clock_nets.png
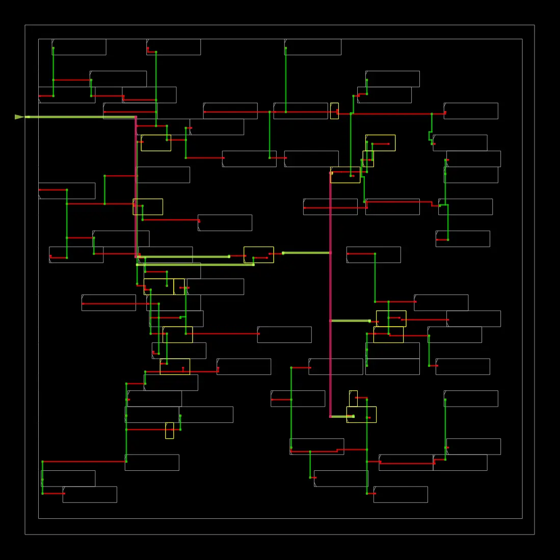
m3.png
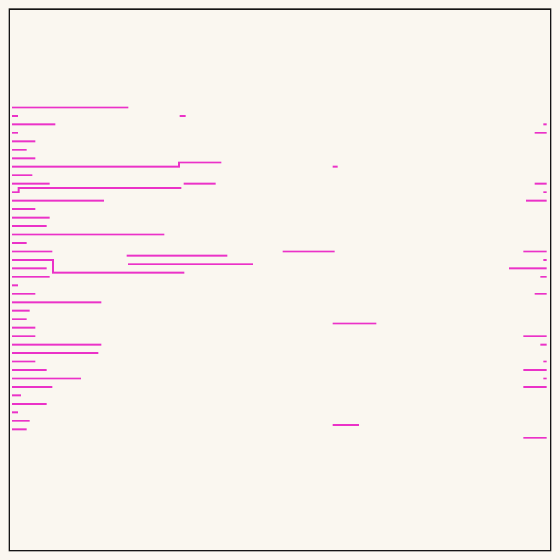
**src/rtl/hazard_ctrl.sv**
```systemverilog
// Load-use / redirect / mem-stall hazard control owning the X and WB destination pipeline registers.
// Stage state and counters are registered; stall_pc, stall_id and flush_id are combinational.
module hazard_ctrl (
  input  logic       clk,
  input  logic       rst_n,
  input  logic       id_valid,
  input  logic [4:0] id_rs1,
  input  logic [4:0] id_rs2,
  input  logic       id_uses_rs1,
  input  logic       id_uses_rs2,
  input  logic [4:0] id_rd,
  input  logic       id_rf_wen,
  input  logic [6:0] id_opcode,
  input  logic       redirect_X,
  input  logic       mem_stall,
  output logic       valid_X,
  output logic       valid_WB,
  output logic [4:0] rd_X,
  output logic [4:0] rd_WB,
  output logic       rf_wen_X,
  output logic       rf_wen_WB,
  output logic [6:0] opcode_X,
  output logic [6:0] opcode_WB,
  output logic       stall_pc,
  output logic       stall_id,
  output logic       flush_id,
  output logic [15:0] load_use_cnt,
  output logic [15:0] flush_cnt
);

  localparam logic [6:0] OPC_LOAD = 7'h03;
  localparam logic [6:0] OPC_NOP  = 7'h13;

  logic        valid_x_q, valid_x_d, valid_wb_q, valid_wb_d;
  logic [4:0]  rd_x_q, rd_x_d, rd_wb_q, rd_wb_d;
  logic        rf_wen_x_q, rf_wen_x_d, rf_wen_wb_q, rf_wen_wb_d;
  logic [6:0]  opcode_x_q, opcode_x_d, opcode_wb_q, opcode_wb_d;
  logic [15:0] load_use_cnt_q, load_use_cnt_d, flush_cnt_q, flush_cnt_d;
  logic        lu, redir;

  assign lu = id_valid & valid_x_q & (opcode_x_q == OPC_LOAD) & (rd_x_q != 5'd0) &
              ((id_uses_rs1 & (id_rs1 == rd_x_q)) | (id_uses_rs2 & (id_rs2 == rd_x_q)));
  assign redir = redirect_X & valid_x_q;

  always_comb begin
    valid_x_d      = valid_x_q;
    rd_x_d         = rd_x_q;
    rf_wen_x_d     = rf_wen_x_q;
    opcode_x_d     = opcode_x_q;
    valid_wb_d     = valid_wb_q;
    rd_wb_d        = rd_wb_q;
    rf_wen_wb_d    = rf_wen_wb_q;
    opcode_wb_d    = opcode_wb_q;
    load_use_cnt_d = load_use_cnt_q;
    flush_cnt_d    = flush_cnt_q;
    stall_pc       = 1'b0;
    stall_id       = 1'b0;
    flush_id       = 1'b0;

    if (mem_stall) begin
      stall_pc = 1'b1;
      stall_id = 1'b1;
    end else begin
      valid_wb_d  = valid_x_q;
      rd_wb_d     = rd_x_q;
      rf_wen_wb_d = rf_wen_x_q;
      opcode_wb_d = opcode_x_q;
      if (redir || lu) begin
        // Redirect wins over load-use: the stalled ID instruction is wrong-path anyway.
        valid_x_d  = 1'b0;
        rd_x_d     = 5'd0;
        rf_wen_x_d = 1'b0;
        opcode_x_d = OPC_NOP;
        if (redir) begin
          flush_id    = 1'b1;
          flush_cnt_d = (flush_cnt_q != 16'hFFFF) ? flush_cnt_q + 16'd1 : flush_cnt_q;
        end else begin
          stall_pc       = 1'b1;
          stall_id       = 1'b1;
          load_use_cnt_d = (load_use_cnt_q != 16'hFFFF) ? load_use_cnt_q + 16'd1 : load_use_cnt_q;
        end
      end else begin
        valid_x_d  = id_valid;
        rd_x_d     = id_rd;
        rf_wen_x_d = id_rf_wen & id_valid;
        opcode_x_d = id_opcode;
      end
    end
  end

  always_ff @(posedge clk or negedge rst_n) begin
    if (!rst_n) begin
      valid_x_q      <= 1'b0;
      rd_x_q         <= 5'd0;
      rf_wen_x_q     <= 1'b0;
      opcode_x_q     <= OPC_NOP;
      valid_wb_q     <= 1'b0;
      rd_wb_q        <= 5'd0;
      rf_wen_wb_q    <= 1'b0;
      opcode_wb_q    <= OPC_NOP;
      load_use_cnt_q <= 16'd0;
      flush_cnt_q    <= 16'd0;
    end else begin
      valid_x_q      <= valid_x_d;
      rd_x_q         <= rd_x_d;
      rf_wen_x_q     <= rf_wen_x_d;
      opcode_x_q     <= opcode_x_d;
      valid_wb_q     <= valid_wb_d;
      rd_wb_q        <= rd_wb_d;
      rf_wen_wb_q    <= rf_wen_wb_d;
      opcode_wb_q    <= opcode_wb_d;
      load_use_cnt_q <= load_use_cnt_d;
      flush_cnt_q    <= flush_cnt_d;
    end
  end

  assign valid_X      = valid_x_q;
  assign valid_WB     = valid_wb_q;
  assign rd_X         = rd_x_q;
  assign rd_WB        = rd_wb_q;
  assign rf_wen_X     = rf_wen_x_q;
  assign rf_wen_WB    = rf_wen_wb_q;
  assign opcode_X     = opcode_x_q;
  assign opcode_WB    = opcode_wb_q;
  assign load_use_cnt = load_use_cnt_q;
  assign flush_cnt    = flush_cnt_q;

endmodule

```
**config.mk**
```make
export PLATFORM = sky130hd
export DESIGN_NAME = hazard_ctrl
export DESIGN_NICKNAME = d
export VERILOG_FILES = /design/src/rtl/hazard_ctrl.sv
export SDC_FILE = /design/constraint.sdc
export NUM_CORES = 1
export LEC_CHECK = 0
export CAP_MARGIN = 20
export CORE_MARGIN = 2
export CORE_UTILIZATION = 40
export DETAILED_ROUTE_END_ITERATION = 8
export PLACE_DENSITY = 0.72
export SKIP_LAST_GASP = 1
export SLEW_MARGIN = 5
export SYNTH_ARGS = -nofsm -noshare
export SYNTH_HDL_FRONTEND = slang
export SYNTH_SLANG_ARGS = --single-unit
```
**constraint.sdc**
```tcl
create_clock -name clk -period 2.36 [get_ports clk]
set_input_delay 0.59 -clock clk [delete_from_list [all_inputs] [get_ports clk]]
set_output_delay 0.59 -clock clk [all_outputs]
set_load 0.03 [all_outputs]
```
==> flow_metrics.env <==
# source this file to load flow results
export IMPL_status="finished, violations left"
export IMPL_violations="setup timing"
export IMPL_synth_chip_area_mm2=0.00274
export IMPL_initCoreUtil_pct=40.7
export IMPL_yosys_cell_types_count=38
export IMPL_layout_nets=376
export IMPL_io_buffers=92
export IMPL_cp_slowest_cell="or4b_4"
export IMPL_critical_path_class="flop to output port"
export IMPL_area_leaders="dfrtp_1 49%, xnor2_1 9.0%, dfstp_2 5.8%, mux2_1 4.5%, xor2_1 3.8%"
export IMPL_met1_usage_pct=22.5
export IMPL_cts_tree="built"
export IMPL_ctsLongestPathBuffers=2
export IMPL_viasPerCell=4.98
export IMPL_clockRootBuffer="clkbuf_8"
export IMPL_seq_power_share_pct=45.5
export IMPL_crit_required_ns=1.77
export IMPL_grt_pass1_vias=2158
export IMPL_edf_count=0
export IMPL_syn_area_mm2=0.00274
export IMPL_numCtsBuffers=9
export IMPL_track_usage_pct=17.8
export IMPL_p_leak_nw=1.80
export IMPL_finalClockSkew_ns=0.0103
export IMPL_top_cells_by_count="54 x dfrtp_1, 28 x xnor2_1, 18 x nand3_1, 12 x nand2_1, 12 x xor2_1"
export IMPL_gp_congestion=0.776
export IMPL_grt_overflow=0
export IMPL_hold_class="primary input to asynchronous set/reset pin"
export IMPL_clock_fmax_mhz=414
export IMPL_antenna_found_initial=0
export IMPL_rsz0062_at_grt="yes"
export IMPL_finalClockPeriodUsage_pct=102
export IMPL_cp_start_kind="flop"
export IMPL_grt_start_max_net_pins=28
export IMPL_fp_nets=255
export IMPL_setup_ws_ns=-0.0545
export IMPL_async_flop_share_pct=100
export IMPL_max_vdd_ir_drop_v=0.000361
export IMPL_worst_pin_slew_ns=0.506
export IMPL_crit_path_max_fanout=2
export IMPL_setup_tns_final_ns=-0.108
export IMPL_synthCells=223
export IMPL_setup_viol=2
export IMPL_final_max_slew_viol_count=0
export IMPL_worst_setup_path_end_kind="output port"
export IMPL_drt_total_wl_mm=6.36
export IMPL_dieHeight_um=86.7
export IMPL_drc=0
export IMPL_ys_seq_elements=60
export IMPL_p_seq_w=0.00123
export IMPL_ctsHoldBuffers=0
export IMPL_drtIter0Drc=37
export IMPL_swShare_pct=30.3
export IMPL_power_switching_w=0.000817
export IMPL_reg2reg_depth=7
export IMPL_grt_pass1_wl_mm=10.3
export IMPL_arrival_ns=1.82
export IMPL_crit_buf_inv=1
export IMPL_cp_depth=4
export IMPL_yosysTopAreaCell="dfrtp_1"
export IMPL_fp_dieW_um=86.7
export IMPL_drt_pass1_iter_count=4
export IMPL_ys_seq_share_pct=55.1
export IMPL_drive_gt1_share_pct=19.5
export IMPL_via_count=2137
export IMPL_synth_avg_cell_area_um2=12.3
export IMPL_diodes=0
export IMPL_ys_cells=223
export IMPL_yosysMostFrequentCell="dfrtp_1"
export IMPL_place_hpwl_mm=4.72
export IMPL_p_clk_share_pct=30.0
export IMPL_yosys_warnings=0
export IMPL_powerComb_w=0.000660
export IMPL_p_int_w=0.00188
export IMPL_die_area_mm2=0.00752
export IMPL_crit_chain="or4b_4, nor4_4, a41o_2, buf_6"
export IMPL_path_delay_family="simple AND/OR/NAND/NOR gates"
export IMPL_lay_top_count="clkdlybuf4s50_1"
export IMPL_wl_per_cell_um=14.8
export IMPL_power_density_mw_per_mm2=659
export IMPL_tool_warnings=28
export IMPL_grt_util_met3_pct=6.00
export IMPL_gr_usage_met2_pct=28.3
export IMPL_synthFlopType="dfrtp_1"
export IMPL_core_area_mm2=0.00672
export IMPL_finalHoldViolCount=0
export IMPL_cts_sinks=60
export IMPL_timing_final_crit_period_ns=2.41
export IMPL_ioPinCount=93
export IMPL_slowest_delay_ns=0.55
export IMPL_slew_headroom_pct=66.2
export IMPL_clk_pin_slew_ns=0.06
export IMPL_power_leader="registers"
export IMPL_maxCapViolations=0
export IMPL_final_cell_mix="78 x clkdlybuf4s50_1, 53 x dfrtp_1, 28 x xnor2_1"
export IMPL_rows=30
export IMPL_dp_slack_ns=-0.199
export IMPL_post_cts_resized=13
export IMPL_comb_power_share_pct=24.5
export IMPL_syn_to_final_growth_pct=49.5
-- clock_nets.png (at the start) --
num sequential: 60
Clock net power: 0.000808 W
Layout clock buffers: 14
Latency at later pin: 0.33 ns

-- m3.png (at the start) --
nets with wire on the layer: 58
share of all routed wire: 6.2%
main direction: horizontal
longest straight run: 26.7 um
wire length on this layer: 396 um

-- worst paths after layout --
| path | startpoint | to | slack, ns |
|---|---|---|---|
| max reg2reg | opcode_X[3] | load_use_cnt[5] | 0.13 |
| min in group clk | flush_cnt[8] | flush_cnt[8] | 0.49 |
| max | opcode_X[3] | stall_id | -0.05 |
| min | rst_n | rd_WB[1] | 0.23 |
| min reg2reg | flush_cnt[8] | flush_cnt[8] | 0.49 |
| max in group asynchronous | rst_n | opcode_WB[0] | 1.46 |
-- cells by family (layout without fill, tap and decap cells) --
group	count (synthesis)	in the layout	synth area share, %
buf+inv	16	142	2.61
xor+xnor	40	40	12.8
fa+ha+maj	2	2	0.914
flops	60	60	55.1
compound gates	20	20	6.04
mux	16	16	6.58
simple gates	69	69	15.9
-- layout make-up --
class | count | area (um^2)
inverters | 10 | 37.5
fillers | 552 | 2630
multi-input cells | 147 | 1160
clock inverters | 2 | 10.0
clock buffers | 14 | 163
well taps | 80 | 100
flip-flops and latches | 60 | 1510
repair buffers | 116 | 1110
-- registers in the layout, indices dropped and copies added, names as in the netlist --
name / cells
flush_cnt: 16
load_use_cnt: 16
opcode_WB: 7
opcode_X: 7
rd_WB: 5
rd_X: 5
rf_wen_WB: 1
rf_wen_X: 1
valid_WB: 1
valid_X: 1
-- per-layer routing --
metal,wire [um],up-vias,share of wire [%]
met4,76,0,1.2
met3,395,8,6.2
met1,2840,1037,45
li1,-,1028,-
met5,0,-,0
met2,3050,64,48
-- per-stage QoR --
step	area [um^2]	hold WS, ns	instances	util (%)	total power, W
finish	4090	0.229	429	60.9	0.00270
global route	4090	0.249	429	60.9	0.00284
CTS	4080	0.233	428	60.8	0.00273
detailed placement	3880	0.483	408	57.8	0.00190
global placement	3880	0.475	408	57.8	0.00189
floorplan	2740	0.294	223	-	0.00157
Power figures rest on the tool's default switching activity, not on a simulated workload.
